### Pin map

Pins as bars across the die edge, other pins in gray.
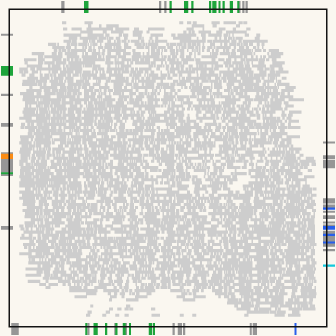
### Register map, names as in the netlist

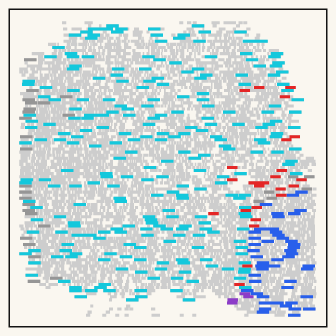
### Congestion heat map

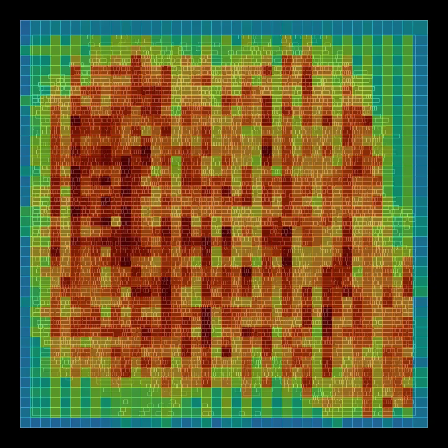
### M3 wires

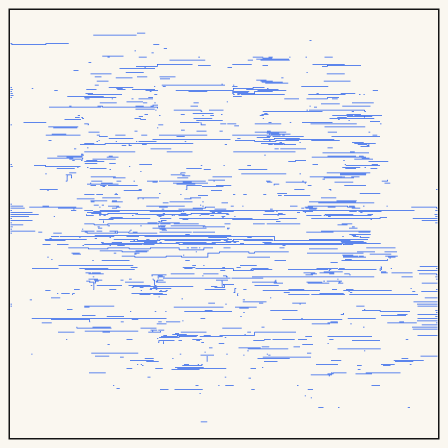
Design lsu_lq_ring, sky130hd; sources not shown.
==> results.json <==
{
  "p_per_area_nw_per_um2": 223,
  "cts.clk_slew.worst_paths_ns": 0.06,
  "syn_inst": 4003,
  "layout-drive-gt1-share_pct": 21.0,
  "powerSeq_w": 0.00357,
  "rrSetupSlack_ns": 0.31,
  "power_w": 0.0101,
  "logic_area_um2": 24700,
  "vdd.ir_drop.worst_mv": 0.266,
  "hpwl_um": 98900,
  "mux_share_pct": 2.99,
  "common_cells": "nand2_1, ha_1, edfxtp_1, nor2_1, a21oi_1",
  "grt_pass1_wl_um": 189000,
  "clkbuf_count": 52,
  "clk-power_w": 0.00335,
  "dominant_cells": "logic gates",
  "synth_cell_types": 80,
  "setup_slack_ns": 0.138,
  "yosysTopAreaCellShare_pct": 27.9,
  "top_logic_kind": "adder cells",
  "outcome": "completed",
  "final_cell_mix": "nand2_1, buf_4, ha_1",
  "crit_type": "input pin to flop",
  "fillers": 5549,
  "yosysWarnings": 0,
  "wl_met1_um": 48300,
  "xor_share_pct": 7.73,
  "edf_count": 328,
  "numCtsBuffers": 47,
  "core-area_um2": 68600,
  "p_int_w": 0.00676,
  "postSynthSeqShare_pct": 30.3,
  "bufAreaShareNonClock_pct": 14.8,
  "fin_cells": 5732,
  "postCtsSetupBuffers": 10,
  "fp.dieW_um": 279,
  "dpl_cell_area_um2": 42700,
  "combPwrFrac_pct": 31.6,
  "cts_hold_buffers": 0,
  "yosys-top-cells-area": "edfxtp_1, ha_1, nand2_1",
  "top_usage_layer": "met2",
  "whs_path_depth": 1,
  "clock-skew-final_ns": 0.0171,
  "clock_tree.root_cell": "clkbuf_16",
  "grt_overflow": 0,
  "cp-start-kind": "input pin",
  "yosys_cells": 4003,
  "grt_max_degree": 138,
  "fp_util_pct": 51.5,
  "synth.avg_cell_area_um2": 8.83,
  "clock-sinks": 362,
  "hold_viol_final": 0,
  "fa_ha_area_share_pct": 23.0,
  "final_layout_top_logic_cell": "nand2_1",
  "routed-wl-met2_um": 57800,
  "clock_area_share_pct": 3.32,
  "drc": 0,
  "report.final.slew_viol_count": 0,
  "synth-main-ff-cell": "edfxtp_1",
  "warnings": 37,
  "setup_tns_ns": 0,
  "ys_ff": 362,
  "cp_num_cells": 23,
  "nNetsFinal": 5503,
  "synth_top_cell_by_area": "edfxtp_1"
}
Back to the opening pictures, 'Pin map':
Key: blue = i_rob_head_tag [pins 6, direction input, edge 5 right, 1 bottom]; green = i_sq_retire_addr [pins 32, direction input, edge 14 top, 11 bottom, 7 left]; orange = i_update_lsu_func [pins 3, direction input, edge left]; cyan = n_rst [pins 1, direction input, edge right]
All pins by edge: 33 right, 29 bottom, 27 left, 21 top.
Die Ht: 279 um
IO buf count: 103

Back to the opening pictures, 'Register map, names as in the netlist':
Key: cyan = addr_q [sequential cells 256, where all over the die]; blue = tag_q [sequential cells 48, where bottom right]; purple = count_q [sequential cells 4, where bottom right]; red = slot_q [sequential cells 24]
Util after Layout: 66.2%
Seq. cell area: 10700 um2

Back to the opening pictures, 'Congestion heat map':
wire per inst: 21.9 um
met1 Use GR: 36.8%
met2 Use GR: 51.4%

Back to the opening pictures, 'M3 wires':
The layer holds 7.4% of the routed length. 516 nets have wire on it.
met3 Track Usage GR: 5.02%
vias: 34.0k
Post-Route WL: 125000 um

